**src/rtl/fixedp_mac_acc.sv**
```systemverilog
// fixedp_mac_acc
//   Streaming fixed-point multiply-accumulate stage. It takes LEN signed operand
//   pairs (in1: Q WI1.WF1, in2: Q WI2.WF2) over a valid/ready handshake. Each pair
//   is multiplied at full precision into a registered product stage. The products
//   are summed into a guard-bit accumulator that cannot wrap. The sum is then
//   presented as a saturated Q WIO.WFO value over a valid/ready output handshake.
//
// Ports
//   CLK        in   1         system clock, rising edge
//   RST_N      in   1         synchronous active-low reset
//   in1        in   WI1+WF1   signed operand 1
//   in2        in   WI2+WF2   signed operand 2
//   in_valid   in   1         operand pair valid
//   in_ready   out  1         block can accept a pair (low while RST_N=0)
//   out        out  WIO+WFO   signed saturated result (0 outside DONE)
//   out_valid  out  1         out is valid
//   out_ready  in   1         consumer accepts out
//   OVF        out  1         out was saturated; qualified by out_valid
module fixedp_mac_acc #(
  parameter int WI1 = 5,
  parameter int WF1 = 4,
  parameter int WI2 = 7,
  parameter int WF2 = 3,
  parameter int WIO = 8,
  parameter int WFO = 4,
  parameter int LEN = 4
) (
  input  logic                        CLK,
  input  logic                        RST_N,
  input  logic signed [WI1+WF1-1:0]   in1,
  input  logic signed [WI2+WF2-1:0]   in2,
  input  logic                        in_valid,
  output logic                        in_ready,
  output logic        [WIO+WFO-1:0]   out,
  output logic                        out_valid,
  input  logic                        out_ready,
  output logic                        OVF
);

  localparam int W1  = WI1 + WF1;
  localparam int W2  = WI2 + WF2;
  localparam int WO  = WIO + WFO;
  localparam int PW  = W1 + W2;              // full-precision product width
  localparam int G   = $clog2(LEN);          // guard bits so LEN products never wrap
  localparam int AW  = PW + G;
  localparam int WFA = WF1 + WF2;            // fraction bits of product and acc
  localparam int SHR = (WFA > WFO) ? (WFA - WFO) : 0;
  localparam int SHL = (WFO > WFA) ? (WFO - WFA) : 0;
  localparam int EW  = AW + SHL + WO;        // headroom so the range compare is exact
  localparam int CW  = $clog2(LEN + 1);

  localparam logic [CW-1:0] LEN_C = CW'(LEN);
  localparam logic signed [EW-1:0] OMAX = {{(EW-WO+1){1'b0}}, {(WO-1){1'b1}}};
  localparam logic signed [EW-1:0] OMIN = {{(EW-WO+1){1'b1}}, {(WO-1){1'b0}}};

  typedef enum logic [1:0] {
    S_IDLE  = 2'd0,
    S_ACC   = 2'd1,
    S_DRAIN = 2'd2,
    S_DONE  = 2'd3
  } state_t;

  state_t                  state_q, state_d;
  logic signed [AW-1:0]    acc_q, acc_d;
  logic signed [PW-1:0]    p_q, p_d;
  logic                    p_vld_q, p_vld_d;
  logic        [CW-1:0]    cnt_q, cnt_d;
  logic        [WO-1:0]    out_q, out_d;
  logic                    out_valid_q, out_valid_d;
  logic                    ovf_q, ovf_d;
  logic                    hs_s;
  logic                    out_hs_s;
  logic signed [EW-1:0]    scaled_s;
  logic        [WO:0]      conv_s;

  // Clamp a rescaled value into Q WIO.WFO; the top bit flags saturation.
  function automatic logic [WO:0] sat_conv(input logic signed [EW-1:0] v);
    if (v > OMAX) begin
      sat_conv = {1'b1, OMAX[WO-1:0]};
    end else if (v < OMIN) begin
      sat_conv = {1'b1, OMIN[WO-1:0]};
    end else begin
      sat_conv = {1'b0, v[WO-1:0]};
    end
  endfunction

  // in_ready is gated by RST_N so that no pair is taken while reset is asserted.
  assign in_ready  = RST_N && ((state_q == S_IDLE) || (state_q == S_ACC));
  assign hs_s      = in_valid && in_ready;
  assign out_hs_s  = out_valid_q && out_ready;
  assign out       = out_q;
  assign out_valid = out_valid_q;
  assign OVF       = ovf_q;

  // Format conversion from the accumulator: the arithmetic right shift truncates toward -inf.
  always_comb begin
    scaled_s = (EW'(acc_q) <<< SHL) >>> SHR;
    conv_s   = sat_conv(scaled_s);
  end

  // Next-state, datapath and output-register logic.
  always_comb begin
    state_d = state_q;
    cnt_d   = cnt_q;
    p_vld_d = hs_s;
    if (hs_s) begin
      p_d = PW'(in1) * PW'(in2);
    end else begin
      p_d = p_q;
    end
    if (p_vld_q) begin
      acc_d = acc_q + AW'(p_q);
    end else begin
      acc_d = acc_q;
    end

    case (state_q)
      S_IDLE: begin
        if (hs_s) begin
          cnt_d   = CW'(1);
          state_d = S_ACC;
        end else begin
          state_d = S_IDLE;
        end
      end
      S_ACC: begin
        if (hs_s) begin
          cnt_d = cnt_q + CW'(1);
          if ((cnt_q + CW'(1)) == LEN_C) begin
            state_d = S_DRAIN;
          end else begin
            state_d = S_ACC;
          end
        end else begin
          state_d = S_ACC;
        end
      end
      S_DRAIN: begin
        state_d = S_DONE;
      end
      S_DONE: begin
        // The result must be visible (out_valid_q) before a handshake can release it.
        if (out_hs_s) begin
          state_d = S_IDLE;
          acc_d   = {AW{1'b0}};
          cnt_d   = {CW{1'b0}};
        end else begin
          state_d = S_DONE;
        end
      end
      default: begin
        state_d = S_IDLE;
      end
    endcase

    // The result registers load one edge after DONE is entered, when acc already holds the final sum.
    out_valid_d = (state_q == S_DONE) && !out_hs_s;
    if (out_valid_d) begin
      out_d = conv_s[WO-1:0];
      ovf_d = conv_s[WO];
    end else begin
      out_d = {WO{1'b0}};
      ovf_d = 1'b0;
    end
  end

  // State and datapath registers with synchronous active-low reset.
  always_ff @(posedge CLK) begin
    if (!RST_N) begin
      state_q     <= S_IDLE;
      acc_q       <= {AW{1'b0}};
      p_q         <= {PW{1'b0}};
      p_vld_q     <= 1'b0;
      cnt_q       <= {CW{1'b0}};
      out_q       <= {WO{1'b0}};
      out_valid_q <= 1'b0;
      ovf_q       <= 1'b0;
    end else begin
      state_q     <= state_d;
      acc_q       <= acc_d;
      p_q         <= p_d;
      p_vld_q     <= p_vld_d;
      cnt_q       <= cnt_d;
      out_q       <= out_d;
      out_valid_q <= out_valid_d;
      ovf_q       <= ovf_d;
    end
  end

endmodule

```
**config.mk**
```make
export PLATFORM = sky130hd
export DESIGN_NAME = fixedp_mac_acc
export DESIGN_NICKNAME = d
export VERILOG_FILES = /design/src/rtl/fixedp_mac_acc.sv
export SDC_FILE = /design/constraint.sdc
export NUM_CORES = 1
export LEC_CHECK = 0
export ABC_AREA = 1
export CAP_MARGIN = 20
export CORE_ASPECT_RATIO = 1.25
export CORE_MARGIN = 4
export CORE_UTILIZATION = 31
export DETAILED_ROUTE_END_ITERATION = 6
export PLACE_DENSITY_LB_ADDON = 0.25
export SYNTH_ARGS = -nofsm -noshare
export SYNTH_HDL_FRONTEND = slang
export SYNTH_SLANG_ARGS = --single-unit
```
**constraint.sdc**
```tcl
create_clock -name CLK -period 18.75 [get_ports CLK]
set_clock_uncertainty 0.2 [all_clocks]
set_input_delay 4.6875 -clock CLK [delete_from_list [all_inputs] [get_ports CLK]]
set_output_delay 4.6875 -clock CLK [all_outputs]
set_load 0.1 [all_outputs]
```
==> changes_impl.md, run 1 <==
### Physical design

- Comb_multi_in: 648
- Slowest cell on the critical path: clkdlybuf4s50_1
- Cells along the critical path: clkdlybuf4s50_1, inv_2, nor2_1, clkdlybuf4s50_1
- CP peak stage delay: 1.15 ns
- Layout clock area frac: 4.00%
- Crit. End Element: primary output
- Root Buffer: clkbuf_16
- CTS sink count: 60
- Floorplan Nets: 1115
- Layout non-clock buf frac: 4.96%
- Logic share of the area: 60.8%
- Count of final setup violators: 0
- Die Area: 24500 um2
- Top sig layer: met4
- Post-DRT Antenna Nets: 0
- Detailed Place HPWL: 13900 um
- CP Data Arrival Time: 7.13 ns
- Non-clk bufs: 39
- Count of library flops with an enable pin: 0
- Most instantiated library cell after synthesis: nand2_1
- Post-CTS setup buffers: 0
- WS Path Type: input pin to primary output
- Sequential Power Share: 16.7%
- #FFs+latches synth: 60
- Routed WL per cell: 12.9 um
- Peak supply drop: 0.0000483 V
- Max-slew violation count: 0
- Outcome: finished, final reports clean
- Global route hottest layer: met2
- GRT Util Overall: 13.9%
- Post_cts resized: 0
- CTS tree: built
- Nets: 1134
- Max Freq: 0.0832 GHz
- Synth Flop Type: dfxtp_1
- Area growth, synth to finish: 13.4%
- Met1 GRT Util: 16.3%
- Drt total wl: 16200 um
## run 1: metrics by stage
stage	instances	hold WS (ns)	setup WS, ns	cell area (um2)	total power, mW
finish	1255	0.268	6.73	7760	0.956
global route	1255	0.295	6.55	7760	1.09
CTS	1255	0.273	6.71	7760	0.975
detailed placement	1239	0.265	6.70	7450	0.797
global placement	1239	0.263	6.74	7450	0.797
floorplan	952	0.239	7.84	6850	0.657
## run 1: worst paths after layout
path                    from        to  slack, ns
setup / recovery       RST_N  in_ready       6.73
hold reg to reg       p_q[5]    p_q[5]       0.27
hold / removal        p_q[5]    p_q[5]       0.27
setup reg to reg  state_q[1]  cnt_q[2]      16.43
## run 1: registers in the layout, summed over array words and instances (netlist names)
register   cells
p_vld_q        1
OVF            1
cnt_q          3
out_valid      1
state_q        2
acc_q         21
out           12
p_q           19
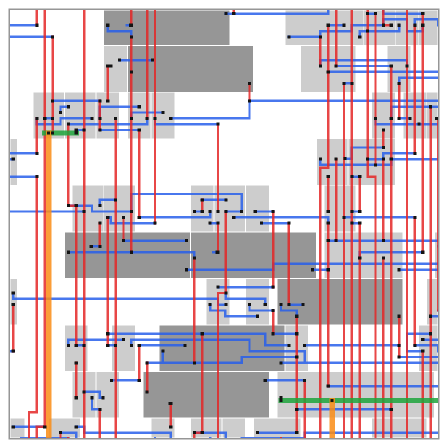
(run_1/detail.png)
Window x 58 to 83, y 75 to 100 um. Cells in gray, sequential cells in the stronger gray; small squares are vias.
blue -> metal 1
red -> metal 2
green -> metal 3
orange -> metal 4
cells with their middle in the window = 38
netlist names of flops here include = `p_q` (7)
most frequent = nand2_1 (13), dfxtp_1 (7), nand3_1 (5)
sequential cells in the window = 7

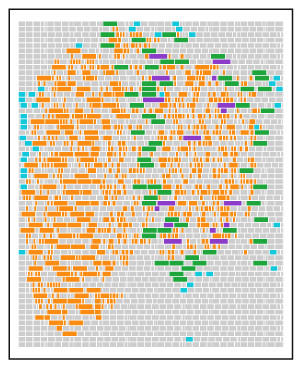
(run_1/placement_by_type.png)
(2 px per um) Fill, decap, tap and diode cells in gray.
cyan -> remaining buffers and delay cells  # cells 39
green -> sequential cells  # cells 60
orange -> combinational and other logic  # cells 861
purple -> clock drivers and dummy loads  # cells 16
final core occ: 35.9%
Std-Cell Rows: 60
Seq/total area: 15.5%
post-route cell area: 7760 um2

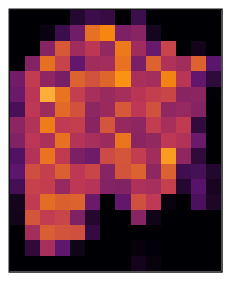
(run_1/cell_density.png)
(1.5 px per um) 14 x 17 tiles, from black (low) to pale yellow (high), 0 to 100% covered.
fullest tile = 82%
nearly empty tiles = 28%
emptiest ninth of the die = lower right
mean over tiles = 30%
tiles over 75% full = 1.3%
Initial Utilization: 31.7%
CORE AREA: 21600 um2

==> run_1/clocks.png <==
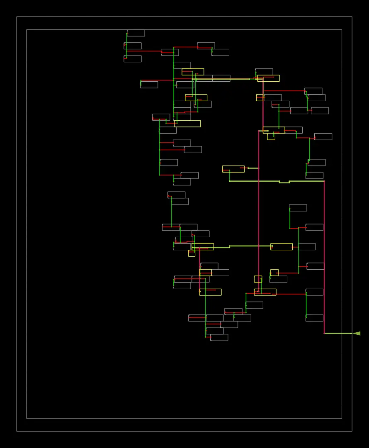

==> run 2, diff against run 1 <==
- clock period: 18.75 -> 11.65 ns (I/O delays scaled with it)
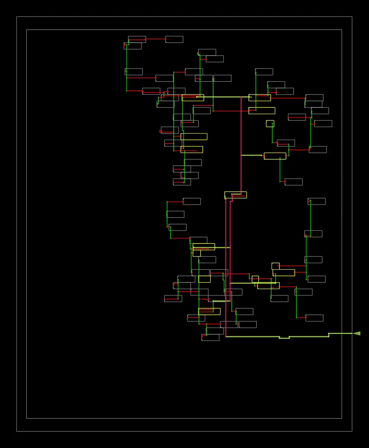
(run_2/clocks.png)
CTS sink count: 60
FFs & Latches: 60
Power Clock: 0.297 mW
clock insertion delay at the later pin of the skew report: 0.34 ns

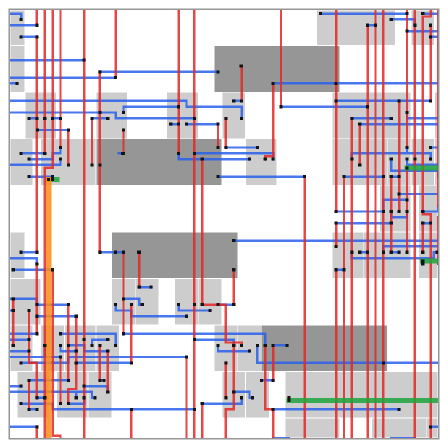
(run_2/detail.png)
Window x 58 to 83, y 75 to 100 um. Cells in gray, sequential cells in the stronger gray; small squares are vias.
red -> metal 2
blue -> metal 1
green -> metal 3
orange -> metal 4
netlist names of flops here include = `p_q` (4)
sequential cells in the window = 4
cells with their middle in the window = 41
most frequent = nand2_1 (13), nand3_1 (10)

==> run 2 against run 1 <==
  * Synthesized cell count stayed put
  * Largest power group unchanged
  * Clock-buffer cell count unchanged
  * First-iteration DRC count decreased by 4.7%
  * Worst hold slack better by 0.0050 ns
  * Core utilization increased by 0.10 points
  * Global-route usage hardly changed
  * Worst setup slack worse by 3.5 ns
==> changes_impl.md, run 2 <==
### Physical design

- Placed Instance Area: 7450 um2
- Outcome: finished, final reports clean
- Finished Layout Cells: 1255
- Std-Cell Rows: 60
- Sequential element share of the synthesized area: 17.5%
- Most instantiated library cell after synthesis: nand2_1
- Floorplan Nets: 1115
- Final worst slack: 3.23 ns
- Crit Path Max Fanout: 20
- Met3 usage: 2.09%
- Cells along the critical path: clkdlybuf4s50_1, inv_2, nor2_1, clkdlybuf4s50_1
- RR Endpoint: cnt_q[2]
- Post-synthesis cell area: 6850 um2
- Area growth, synth to finish: 13.8%
- Tot Pwr: 1.58 mW
- Leakage: 4.14 nW
- Global route hottest layer: met2
- Hold path startpoint: p_q[5]
- Post-CTS setup buffers: 0
- Layout non-clock buf frac: 4.95%
- Seq/total area: 15.4%
- Initial Utilization: 31.7%
- Max Freq: 0.119 GHz
- CLK BUF: 10
- CP Data Arrival Time: 5.31 ns
- Post-route minimum period: 8.42 ns
- Worst setup SP type: input pin
- Max-slew violation count: 0
- Yosys warnings: 0
- Unrepaired setup endpoints after global routing: false
- Post-DRT Antenna Nets: 0
- Peak supply drop: 0.0000803 V
- Logic area: 4720 um2
- Final core occ: 36.0%
- Cell mode on critical path: clkdlybuf4s50_1
- Antenna Cells: 0
- Largest Register: acc_q
- Met1 GRT Util: 16.2%
- Critical Path Source: RST_N
- Die Ht: 174 um
- Sequential Area: 1200 um2
- Synth Flop Type: dfxtp_1
- Count of final setup violators: 0
- Post_cts resized: 0
- Min Hold Slack: 0.273 ns
- WS Path Type: input pin to primary output
- Count of library flops with an enable pin: 0
- Port bufs: 37
- Placed insts: 1239
- Power density over the cells: 202 nW/um2
- Dpl ws: 3.17 ns
- Log Warnings: 26
- R2R Path Start: state_q[1]
- Max reg flops: 21
- Distinct lib cells used: 36
- Crit. End Element: primary output
- Stages on worst setup path: 4
- Top cells by area: fa_1 23%, dfxtp_1 18%, nand2_1 12%
- Sink of the worst hold path: p_q[5]
- Die Area: 24500 um2
- Logic share of the area: 60.6%
- Comb_multi_in: 648
- Non-CTS inverters: 213
- Nets: 1134
- Non-clk bufs: 39
- Routed WL per cell: 13.2 um
- Mapped Cells: 952
- Crit path capture: in_ready
- Synth cell count leaders: 227 x nand2_1, 209 x inv_1, 78 x fa_1, 66 x a21oi_1, 62 x ha_1
- GRT Util Overall: 13.9%
- Ports: 38
- Layout clock area frac: 4.27%
- Max cap viols: 0
- Detailed Place HPWL: 14000 um
- CP peak stage delay: 1.15 ns
- Worst reg-to-reg setup slack: 9.34 ns
- Cells in synth_stat.txt: 952
- Top cell area share: 22.8%
- Root Buffer: clkbuf_16
- Worst-path clk slew: 0.06 ns
- CTS tree: built
- Tapcells: 279
- Slowest cell on the critical path: clkdlybuf4s50_1
- CORE AREA: 21600 um2
- #FFs+latches synth: 60
- Drt total wl: 16600 um
- Post-route cell area: 7790 um2
run 2: kinds of logic (layout without fill, tap and decap cells):
| family | Yosys count | after routing | synth area share (%) |
|---|---|---|---|
| adder cells (fa/ha/maj) | 140 | 140 | 34.1 |
| AND/OR/NAND/NOR | 366 | 366 | 22.7 |
| XOR/XNOR | 15 | 15 | 1.92 |
| AND-OR/OR-AND | 127 | 127 | 10.2 |
| flip-flops | 60 | 60 | 17.5 |
| buffers and inverters | 244 | 268 | 13.5 |
run 2: power by group:
group	leakage [nW]	internal, mW	total, mW	switching [mW]
logic	3.49	0.391	1.02	0.631
registers	0.493	0.234	0.258	0.0244
clock network	0.160	0.195	0.297	0.103
run 2: routing by layer:
metal / wire length [um] / part of all wire, %
met5: 0 / 0
met2: 8790 / 53
met3: 370 / 2.2
met4: 209 / 1.3
met1: 7200 / 43
==> run_2/cell_density.png <==
(1.5 px per um) 14 x 17 tiles, from black (low) to pale yellow (high), 0 to 100% covered.
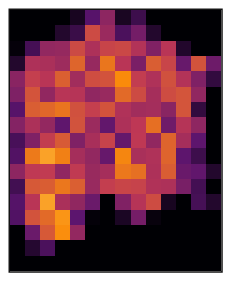

==> run 3, diff against run 2 <==
- clock period: 11.65 -> 7.5 ns (I/O delays scaled with it)
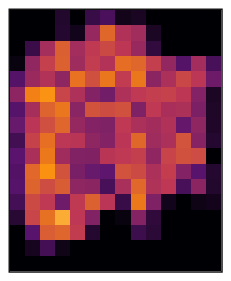
(run_3/cell_density.png)
(1.5 px per um) 14 x 17 tiles, from black (low) to pale yellow (high), 0 to 100% covered.
fullest tile = 82%
tiles over 75% full = 1.3%
nearly empty tiles = 25%
densest ninth of the die = middle left
emptiest ninth of the die = lower right
final core occ: 36.1%

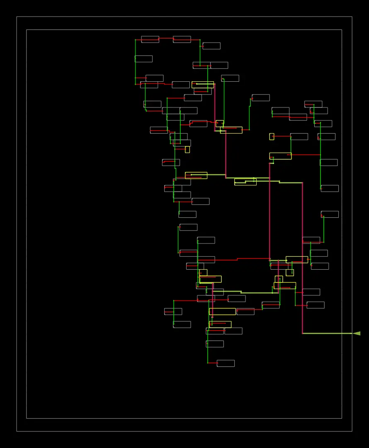
(run_3/clocks.png)
CLK BUF: 9
number of CTS-inserted buffers: 9
Power Clock: 0.419 mW

==> run 3 against run 2 <==
  * Clock power grew 41%
  * First-iteration DRC count decreased by 7.9%
  * Worst setup slack lost 2.4 ns
  * Global-route usage rose by 0.52 points
  * Area after synthesis did not move
  * Critical path depth rose by 14
  * Non-clock buffer count grew 6
  * Combinational power rose by 58%
==> changes_impl.md, run 3 <==
### Physical design

- Outcome: finished, final reports clean
- Detailed Place HPWL: 14600 um
- Min Hold Slack: 0.275 ns
- Max cap viols: 0
- Floorplan Nets: 1115
- Leakage: 4.16 nW
- CTS tree: built
- Top cell area share: 22.8%
- Port bufs: 37
- Post-synthesis cell area: 6850 um2
- Post-route minimum period: 6.66 ns
- Count of library flops with an enable pin: 0
- #FFs+latches synth: 60
- Stages on worst setup path: 18
- Nets: 1140
- Critical Path Source: in1[4]
- Cells along the critical path: clkdlybuf4s50_1, nand2_1, inv_1, fa_1, inv_1, fa_1, inv_1, fa_1, fa_1, ha_1, ha_1, nand2_1, nor2_1, nand3_1, nand4_1, nand3_1, nand2_1, inv_1
- Mapped Cells: 952
- Crit Path Max Fanout: 7
- Drt total wl: 17100 um
- Sequential element share of the synthesized area: 17.5%
- Synth Flop Type: dfxtp_1
- CP Data Arrival Time: 6.70 ns
- Tot Pwr: 2.43 mW
- CTS sink count: 60
- GRT Util Overall: 14.4%
- Post-CTS setup buffers: 0
- Post-route cell area: 7800 um2
- Dpl ws: 0.426 ns
- Worst-path clk slew: 0.06 ns
- Yosys warnings: 0
- Synth cell count leaders: 227 x nand2_1, 209 x inv_1, 78 x fa_1, 66 x a21oi_1, 62 x ha_1
- Distinct lib cells used: 36
- Cells in synth_stat.txt: 952
- Placed Instance Area: 7500 um2
- Max Freq: 0.150 GHz
- Area growth, synth to finish: 13.9%
- Met2 WL: 8930 um
- Final worst slack: 0.838 ns
- Worst reg-to-reg setup slack: 5.21 ns
- Sink of the worst hold path: p_q[0]
- Hold path startpoint: p_q[0]
- Met1 GRT Util: 16.8%
- Crit. End Element: register
- Std-Cell Rows: 60
- Power density over the cells: 311 nW/um2
- Largest Register: acc_q
- Placed insts: 1245
- Met1 wire length: 7370 um
- Most instantiated library cell after synthesis: nand2_1
- Max-slew violation count: 0
- Ports: 38
- Routed WL per cell: 13.6 um
- Post-DRT Antenna Nets: 0
- Die Ht: 174 um
-- run 3: layout make-up --
class	count	area (um2)	share of cell area [%]
multi-input cells	648	4720	60.5
well taps	279	349	4.48
clock buffers	9	225	2.89
clock inverters	7	75.1	0.963
repair buffers	45	428	5.49
flip-flops and latches	60	1200	15.4
inverters	213	800	10.3
-- run 3: logic make-up (layout without fill, tap and decap cells) --
group,Yosys count,in the layout,synth area share (%)
XOR/XNOR,15,15,1.92
flip-flops,60,60,17.5
AND/OR/NAND/NOR,366,366,22.7
AND-OR/OR-AND,127,127,10.2
buffers and inverters,244,274,13.5
adder cells (fa/ha/maj),140,140,34.1
-- run 3: report_power, final --
group          switching (mW)  total [mW]  internal, mW
logic                   0.999        1.61         0.609
registers              0.0386       0.401         0.363
clock network           0.161       0.419         0.258
Power figures rest on the tool's default switching activity, not on a simulated workload.
